===== config.mk =====
export PLATFORM = sky130hd
export DESIGN_NAME = pcm_period_buffer_flat
export DESIGN_NICKNAME = d
export VERILOG_FILES = /design/src/rtl/pcm_period_buffer_if.sv /design/src/rtl/pcm_period_buffer.sv /design/src/flat_wrapper.sv
export SDC_FILE = /design/constraint.sdc
export NUM_CORES = 1
export LEC_CHECK = 0
export ABC_AREA = 1
export CORE_ASPECT_RATIO = 0.8
export CORE_UTILIZATION = 64
export DETAILED_ROUTE_END_ITERATION = 8
export PLACE_DENSITY = 0.84
export SLEW_MARGIN = 0
export SYNTH_ARGS = -nofsm -noshare
export SYNTH_HDL_FRONTEND = slang
export SYNTH_SLANG_ARGS = --single-unit

===== constraint.sdc =====
create_clock -name clk_i -period 4.16 [get_ports clk_i]
set_input_delay 0.832 -clock clk_i [delete_from_list [all_inputs] [get_ports clk_i]]
set_output_delay 0.832 -clock clk_i [all_outputs]
set_load 0.03 [all_outputs]

===== src/rtl/pcm_period_buffer_if.sv =====
// Sample/duty bus between the decimator, the period buffer and the PWM stage.
// Optional volume_i exists only when PCM_VOLUME_EN is defined.
interface pcm_period_buffer_if #(
  parameter int FIFO_DEPTH = 16
);
  logic                          enable_i;
  logic signed [15:0]            sample_i;
  logic                          sample_valid_i;
  logic                          sample_ready_o;
`ifdef PCM_VOLUME_EN
  logic [3:0]                    volume_i;
`endif
  logic [7:0]                    pcm_o;
  logic                          pcm_update_o;
  logic                          underflow_o;
  logic [$clog2(FIFO_DEPTH):0]   fifo_count_o;

`ifdef PCM_VOLUME_EN
  modport master (
    output enable_i, sample_i, sample_valid_i, volume_i,
    input  sample_ready_o, pcm_o, pcm_update_o, underflow_o, fifo_count_o
  );
  modport slave (
    input  enable_i, sample_i, sample_valid_i, volume_i,
    output sample_ready_o, pcm_o, pcm_update_o, underflow_o, fifo_count_o
  );
`else
  modport master (
    output enable_i, sample_i, sample_valid_i,
    input  sample_ready_o, pcm_o, pcm_update_o, underflow_o, fifo_count_o
  );
  modport slave (
    input  enable_i, sample_i, sample_valid_i,
    output sample_ready_o, pcm_o, pcm_update_o, underflow_o, fifo_count_o
  );
`endif
endinterface


===== src/rtl/pcm_period_buffer.sv =====
// Sample FIFO feeding the PWM stage one offset-binary duty code per PWM period.
// Optional gain/saturation stage enabled by defining PCM_VOLUME_EN.
module pcm_period_buffer #(
  parameter int FIFO_DEPTH = 16,
  parameter int PERIOD     = 256
) (
  input  logic               clk_i,
  input  logic               rst_i,
  pcm_period_buffer_if.slave bus
);
  localparam int AW = $clog2(FIFO_DEPTH);
  localparam int CW = $clog2(PERIOD);
  localparam int NW = AW + 1;

`ifdef PCM_VOLUME_EN
  function automatic logic [7:0] to_duty(input logic signed [15:0] s, input logic [3:0] vol);
    logic signed [30:0] g;
    logic signed [15:0] sat;
    g = {{15{s[15]}}, s} <<< vol;
    if (g > 31'sd32767)
      sat = 16'sh7FFF;
    else if (g < -31'sd32768)
      sat = 16'sh8000;
    else
      sat = g[15:0];
    return 8'({~sat[15], sat[14:0]} >> 8);
  endfunction
`else
  function automatic logic [7:0] to_duty(input logic signed [15:0] s);
    return 8'({~s[15], s[14:0]} >> 8);
  endfunction
`endif

  logic signed [15:0] mem_q [FIFO_DEPTH];
  logic [AW-1:0]      wr_ptr_q, rd_ptr_q;
  logic [NW-1:0]      count_q, count_d;
  logic [CW-1:0]      cnt_q;
  logic [7:0]         pcm_q, pcm_d;
  logic               upd_q, unf_q, ready_q;
  logic               ready, push, pop, boundary, empty;

  // Ready depends only on registered occupancy, so a pop cannot make room in the same cycle.
  assign ready    = bus.enable_i && ready_q;
  assign push     = bus.sample_valid_i && ready;
  assign empty    = (count_q == '0);
  assign boundary = bus.enable_i && (cnt_q == CW'(PERIOD - 1));
  assign pop      = boundary && !empty;
  assign count_d  = count_q + NW'(push) - NW'(pop);

`ifdef PCM_VOLUME_EN
  assign pcm_d = to_duty(mem_q[rd_ptr_q], bus.volume_i);
`else
  assign pcm_d = to_duty(mem_q[rd_ptr_q]);
`endif

  always_ff @(posedge clk_i) begin
    if (push)
      mem_q[wr_ptr_q] <= bus.sample_i;
  end

  always_ff @(posedge clk_i) begin
    if (rst_i) begin
      cnt_q    <= '0;
      wr_ptr_q <= '0;
      rd_ptr_q <= '0;
      count_q  <= '0;
      pcm_q    <= 8'h80;
      upd_q    <= 1'b0;
      unf_q    <= 1'b0;
      ready_q  <= 1'b0;
    end else if (!bus.enable_i) begin
      cnt_q    <= '0;
      wr_ptr_q <= '0;
      rd_ptr_q <= '0;
      count_q  <= '0;
      pcm_q    <= 8'h80;
      upd_q    <= 1'b0;
      unf_q    <= 1'b0;
      ready_q  <= 1'b1;
    end else begin
      cnt_q   <= (cnt_q == CW'(PERIOD - 1)) ? '0 : cnt_q + 1'b1;
      if (push)
        wr_ptr_q <= wr_ptr_q + 1'b1;
      if (pop) begin
        rd_ptr_q <= rd_ptr_q + 1'b1;
        pcm_q    <= pcm_d;
      end
      if (boundary && empty)
        unf_q <= 1'b1;
      upd_q   <= boundary;
      count_q <= count_d;
      ready_q <= (count_d != NW'(FIFO_DEPTH));
    end
  end

  assign bus.sample_ready_o = ready;
  assign bus.pcm_o          = pcm_q;
  assign bus.pcm_update_o   = upd_q;
  assign bus.underflow_o    = unf_q;
  assign bus.fifo_count_o   = count_q;
endmodule

===== src/flat_wrapper.sv =====
// flat-port wrapper written by rule: the top's interface ports become plain ports
module pcm_period_buffer_flat 
#(
  parameter int FIFO_DEPTH = 16,
  parameter int PERIOD     = 256
)
  (clk_i, rst_i, bus_enable_i, bus_sample_i, bus_sample_valid_i, bus_sample_ready_o, bus_pcm_o, bus_pcm_update_o, bus_underflow_o, bus_fifo_count_o);
  pcm_period_buffer_if #(.FIFO_DEPTH(FIFO_DEPTH)) bus_i ();
  input  logic clk_i;
  input  logic rst_i;
  input wire logic [$bits(bus_i.enable_i)-1:0] bus_enable_i;
  input wire logic [$bits(bus_i.sample_i)-1:0] bus_sample_i;
  input wire logic [$bits(bus_i.sample_valid_i)-1:0] bus_sample_valid_i;
  output wire logic [$bits(bus_i.sample_ready_o)-1:0] bus_sample_ready_o;
  output wire logic [$bits(bus_i.pcm_o)-1:0] bus_pcm_o;
  output wire logic [$bits(bus_i.pcm_update_o)-1:0] bus_pcm_update_o;
  output wire logic [$bits(bus_i.underflow_o)-1:0] bus_underflow_o;
  output wire logic [$bits(bus_i.fifo_count_o)-1:0] bus_fifo_count_o;
  assign bus_i.enable_i = bus_enable_i;
  assign bus_i.sample_i = bus_sample_i;
  assign bus_i.sample_valid_i = bus_sample_valid_i;
  assign bus_sample_ready_o = bus_i.sample_ready_o;
  assign bus_pcm_o = bus_i.pcm_o;
  assign bus_pcm_update_o = bus_i.pcm_update_o;
  assign bus_underflow_o = bus_i.underflow_o;
  assign bus_fifo_count_o = bus_i.fifo_count_o;
  pcm_period_buffer #(.FIFO_DEPTH(FIFO_DEPTH), .PERIOD(PERIOD)) u_core (.clk_i(clk_i), .rst_i(rst_i), .bus(bus_i));
endmodule

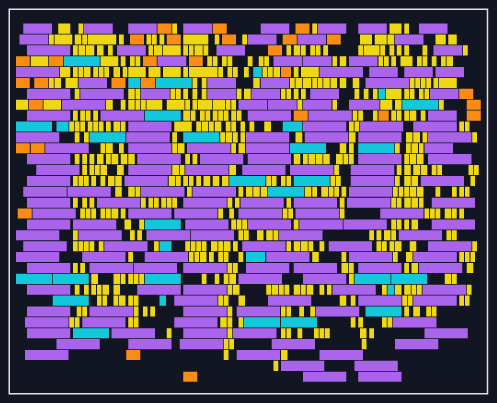
**Above:** run 1 (cells colored by class).
Scale: 4 px per um.
Key: flip-flops = purple [cells 164]; all other logic = yellow [cells 515]; clock drivers and dummy loads = cyan [cells 32]; other buffers and delay cells = orange [cells 29]

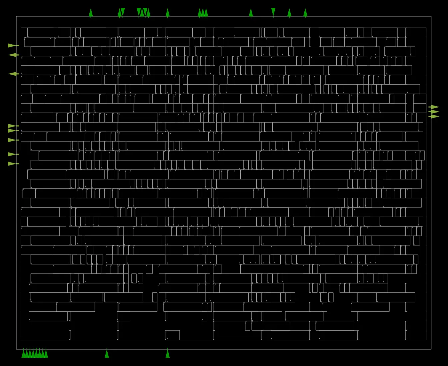
**Above:** run 1 (cell placement).
Layout Cells excl Fill: 880
fraction of area in registers: 57.1%
Fillers: 639

==> results.toml, run 1 <==
# generated from flow reports
[outcome]
status = "finished clean"

[worst_hold_path]
min_delay_path_depth = 1

[setup_path]
ff2ff_setup_slack_ns = 1.17
cp-end-kind = "flip-flop"
crit_path_max_fanout = 24
crit_type = "primary input to flip-flop"
reg2reg_to = "u_core.ready_q"
worstPathCellList = "clkdlybuf4s50_1, nand3_4, nor2_8, inv_2, or2_4, nand2_1, ha_1, fa_1, nor3_1, nand4_1, nor2_1, nor2_1"
cp_slowest_stage_delay_ns = 0.54
critical_path.endpoint = "u_core.ready_q"
slowest_stage = "clkdlybuf4s50_1"
worstPathRequired_ns = 4.48
cp_data_arrival_time_ns = 3.40
crit_path_start_kind = "primary input"

[final_layout]
seq_cells = 164
regArea_um2 = 4570
sh_comb_area_pct = 24.7
dominant_cells = "registers"
buf_share_pct = 3.57
nMultiInputCombCells = 424
largest_reg_flops = 128
finish.utilization_pct = 76.5
clkbuf_count = 25
final_nets = 759
layout_top_cells = "nand2_1, edfxtp_1, nand3_1, inv_1, nor2_1"
clock_cell_area_share_pct = 8.14

[die]
core_util_floorplan_pct = 67.3
die_width_um = 119
die_h_um = 95.8
chip_area_um2 = 11400
ios = 36

[final_timing]
final.setup.tns_ns = 0
finalSetupViolCount = 0
skew_ns = 0.0112
worst_slew_pin_slew_ns = 1.12
period_needed_ns = 3.09
slew_headroom_pct = 25.1
fmax_ghz = 0.324

[synth]
common_cells = "nand2_1, edfxtp_1, nand3_1"
ys.flop_type = "edfxtp_1"
synth-async-reset-ratio_pct = 0
ys_seq_share_pct = 64.9
synth_cell_types = 33
ys_cells = 706
ys_sh_mux_pct = 0
yosys.area.top_type = "edfxtp_1"
synth_top_area_share_pct = 54.6
yosys_area_um2 = 7030
netlist_instances = 706
synthAoiAreaFrac_pct = 1.26
xor_area_share_pct = 1.12
synthTopLogicFamily = "simple AND/OR/NAND/NOR gates"
yosys.area_share.adder_pct = 2.24
ys_warn_count = 0

[clock_network]
clock_latency_ns = 0.43
root_buffer = "clkbuf_16"
cts_tree = "built"
clockBufferDepth = 2
hold_buffers = 0

[routing]
drt-initial-drc-count = 554
vias_per_cell = 5.66
dr_wl_met3_um = 1350
drt-total-wl_um = 15900
highest_layer = "met4"
wire_per_inst_um = 18.1
drc = 0

[place]
dpl.hpwl_um = 9180
dpl_cell_area_um2 = 7340

[grt]
grt_pass1_wl_um = 24200
grt_pass1_vias = 4692
top_usage_layer = "met2"
antenna_found_initial = 0
grt_max_degree = 65
grt_overflow = 0
grtUsageMet2_pct = 49.4

[run]
maxCapViolations = 0
tool_warnings = 38

[pwr]
p_per_area_nw_per_um2 = 436
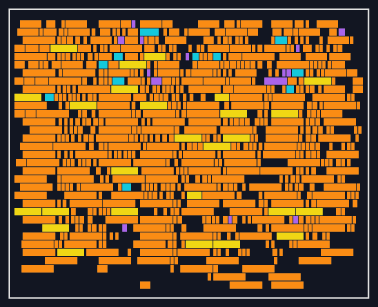
**Above:** run 1 (cells by drive strength).
Scale: 3 px per um.
Key: drive 1 or less = orange [cells 689]; drive 3 to 4 = cyan [cells 11]; drive 6 and up = yellow [cells 26]; drive 2 = purple [cells 14]
worst setup margin: 1.07 ns
Finished Cell Area: 7990 um2

==> run 1: per-stage QoR <==
stage                     setup WS [ns]  instances  power [uW]  hold WS, ns
after floorplan                    1.61        706        1830        0.418
after global placement            0.740        848        1860        0.424
after detailed placement          0.676        848        1870        0.436
after CTS                          1.08        880        3490        0.450
after global routing              0.959        880        3550        0.476
final                              1.07        880        3480        0.447
==> run 1: where the power goes <==
| group | leakage (uW) | switching [uW] | total (uW) | internal, uW |
|---|---|---|---|---|
| combinational | 0.00145 | 46.2 | 63.9 | 17.7 |
| clock | 0.000326 | 635 | 1650 | 1010 |
| sequential | 0.00144 | 2.37 | 1770 | 1770 |
==> run 1: critical path, delay by kind of cell <==
kind | cells | cell delay (ns)
buffers and inverters | 2 | 0.64
and+or+nand+nor | 8 | 1.29
adders and majority gates | 2 | 0.64
==> inputs of run 2 (changes only) <==
--- a/config.mk
+++ b/config.mk
@@ -7,9 +7,9 @@
 export LEC_CHECK = 0
 export ABC_AREA = 1
 export CORE_ASPECT_RATIO = 0.8
-export CORE_UTILIZATION = 64
+export CORE_UTILIZATION = 54
 export DETAILED_ROUTE_END_ITERATION = 8
-export PLACE_DENSITY = 0.84
+export PLACE_DENSITY = 0.76
 export SLEW_MARGIN = 0
 export SYNTH_ARGS = -nofsm -noshare
 export SYNTH_HDL_FRONTEND = slang
==> constraint.sdc (replaced) <==
create_clock -name clk_i -period 2.65 [get_ports clk_i]
set_input_delay 0.53 -clock clk_i [delete_from_list [all_inputs] [get_ports clk_i]]
set_output_delay 0.53 -clock clk_i [all_outputs]
set_load 0.03 [all_outputs]
==> results.toml, run 2 <==
# generated from flow reports
[outcome]
status = "finished clean"

[final_timing]
worst_slew_pin_slew_ns = 0.761
skew_ns = 0.00840
finalSetupViolCount = 0
fmax_ghz = 0.394
period_needed_ns = 2.54

[final_layout]
regArea_um2 = 4570
finish.utilization_pct = 66.3
dominant_cells = "registers"
fillers = 905
final_area_um2 = 8240
largest_reg_flops = 128
nMultiInputCombCells = 424
seq_share_pct = 55.4
buf_share_pct = 6.19

[setup_path]
worstPathCellList = "clkdlybuf4s50_1, buf_4, nand2_1, inv_1, clkdlybuf4s50_1"
cp_slowest_stage_delay_ns = 0.66
worstPathRequired_ns = 2.12
cp_data_arrival_time_ns = 2.01
crit_path_start_kind = "primary input"
crit_path_max_fanout = 2

[synth]
synth_cell_types = 33
synth-async-reset-ratio_pct = 0

[grt]
grt_pass1_wl_um = 24500
top_usage_layer = "met2"
grt_overflow = 0

[die]
die_width_um = 130
chip_area_um2 = 13500
core_util_floorplan_pct = 56.6

[routing]
drt-total-wl_um = 16000
wire_per_inst_um = 17.0

[place]
pre_cts_ws_ns = -0.203
dpl_cell_area_um2 = 7580
dpl.hpwl_um = 10200

[pwr]
power_uw = 5340
p_per_area_nw_per_um2 = 648

[clock_network]
clockBufferDepth = 2
run 2: where the power goes:
part	internal, uW	switching (uW)	total, uW
Clock	1480	969	2450
Combinational	32.7	76.1	109
Sequential	2780	4.60	2780
Total	4290	1050	5340
run 2: cells by family after synthesis:
group / share of synthesized area [%]
compound gates: 1.26
flops: 64.9
buf+inv: 7.04
xor+xnor: 1.12
fa+ha+maj: 2.24
simple gates: 23.4
run 2: worst max-delay path by stage:
stage,start,end,slack (ns),cells past startpoint
finish,bus_enable_i,bus_sample_ready_o,0.11,5
global route,u_core.cnt_q[0],u_core.ready_q,-0.03,14
CTS,u_core.cnt_q[0],u_core.ready_q,0.07,14
detailed placement,bus_enable_i,u_core.ready_q,-0.20,12
global placement,bus_enable_i,u_core.ready_q,-0.08,12
floorplan,u_core.bus.fifo_count_o[2],u_core.ready_q,0.10,14
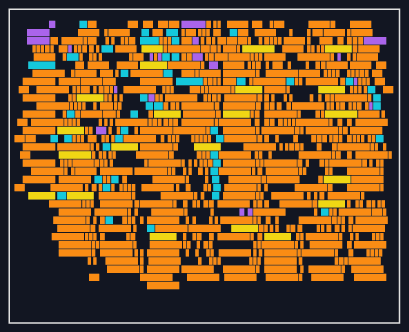
**Above:** run 2 (cells by drive strength).
Scale: 3 px per um.
Key: drive 3 to 4 = cyan [cells 46]; drive 1 or less = orange [cells 684]; drive 2 = purple [cells 19]; drive 6 and up = yellow [cells 21]

==> inputs of run 3 (changes only) <==
--- a/config.mk
+++ b/config.mk
@@ -6,10 +6,11 @@
 export NUM_CORES = 1
 export LEC_CHECK = 0
 export ABC_AREA = 1
+export ABC_CLOCK_PERIOD_IN_PS = 2650
 export CORE_ASPECT_RATIO = 0.8
 export CORE_UTILIZATION = 54
 export DETAILED_ROUTE_END_ITERATION = 8
-export PLACE_DENSITY = 0.76
+export PLACE_DENSITY_LB_ADDON = 0.2
 export SLEW_MARGIN = 0
 export SYNTH_ARGS = -nofsm -noshare
 export SYNTH_HDL_FRONTEND = slang
==> results.toml, run 3 <==
# generated from flow reports
[outcome]
status = "finished clean"

[pwr]
p_per_area_nw_per_um2 = 652
power_uw = 5350
p_switching_uw = 1000
swShare_pct = 18.7
top_power_group = "registers"
internal-power_uw = 4350
pwr-share-seq_pct = 52.0
comb-power_uw = 100
clkPwrFrac_pct = 46.1
p_clk_uw = 2470
power_frac_comb_pct = 1.9

[grt]
grt_pass1_vias = 4745
grt_overflow = 0

[final_timing]
period_needed_ns = 2.53
fmax_ghz = 0.396
worst_slew_pin_slew_ns = 0.802
skew_ns = 0.00617

[final_layout]
instances_no_fill = 937
regArea_um2 = 4570
nMultiInputCombCells = 424
dominant_cells = "registers"
seq_share_pct = 55.7
buf_share_pct = 5.86
finish.utilization_pct = 66.0
largest_reg_flops = 128
clock_cell_area_share_pct = 7.57
fillers = 984

[setup_path]
cp_slowest_stage_delay_ns = 0.66
crit_start = "bus_enable_i"
worstPathCellList = "clkdlybuf4s50_1, buf_4, nand2_1, inv_1, clkdlybuf4s50_1"
critical_path.endpoint = "bus_sample_ready_o"
cp.depth = 5
cp_data_arrival_time_ns = 2.00
worstPathRequired_ns = 2.12
crit_path_start_kind = "primary input"

[routing]
drt-total-wl_um = 15100
wire_per_inst_um = 16.1

[clock_network]
clockBufferDepth = 2
cts_made_buffers = 17
cts_resized = 0

[place]
dpl.hpwl_um = 9550
pre_cts_ws_ns = -0.130
dpl_cell_area_um2 = 7570

[die]
die_width_um = 130
chip_area_um2 = 13500

[synth]
synth-async-reset-ratio_pct = 0
==> run 3: netlist changes by cell type in the layout (fill, tap and decap cells not counted), moves of 3 or more <==
cell / change
buf_4: -4
clkbuf_16: +4
clkbuf_8: +4
clkinvlp_4: -4
bufinv_16: -3
clkinv_4: -3
==> run 3: cells by family (layout without fill, tap and decap cells) <==
family	Yosys count	in the layout	synth area share, %
and+or+nand+nor	386	386	23.4
adders and majority gates	12	12	2.24
DFF	164	164	64.9
xor gates and xnor gates	9	9	1.12
buffers and inverters	118	178	7.04
AOI/OAI and AO/OA	17	17	1.26
==> run 3: routing by layer <==
metal / vias up / global-route usage, % / part of all wire [%]
met1: 2290 / 32.9 / 44
li1: 2378 / - / -
met2: 142 / 37.6 / 47
met5: - / 0 / 0
met4: 0 / 10.3 / 3.0
met3: 37 / 6.38 / 6.2
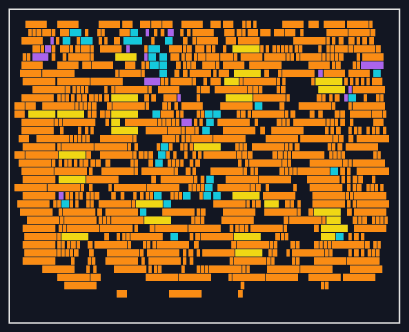
**Above:** run 3 (cells by drive strength).
Scale: 3 px per um.
Key: drive 2 = purple [cells 15]; drive 6 and up = yellow [cells 27]; drive 3 to 4 = cyan [cells 35]; drive 1 or less = orange [cells 689]
Buffers, non-clock: 55
area grow syn2layout: 16.6%
Finished Cell Area: 8200 um2

Power is estimated from default activity; no workload was simulated.
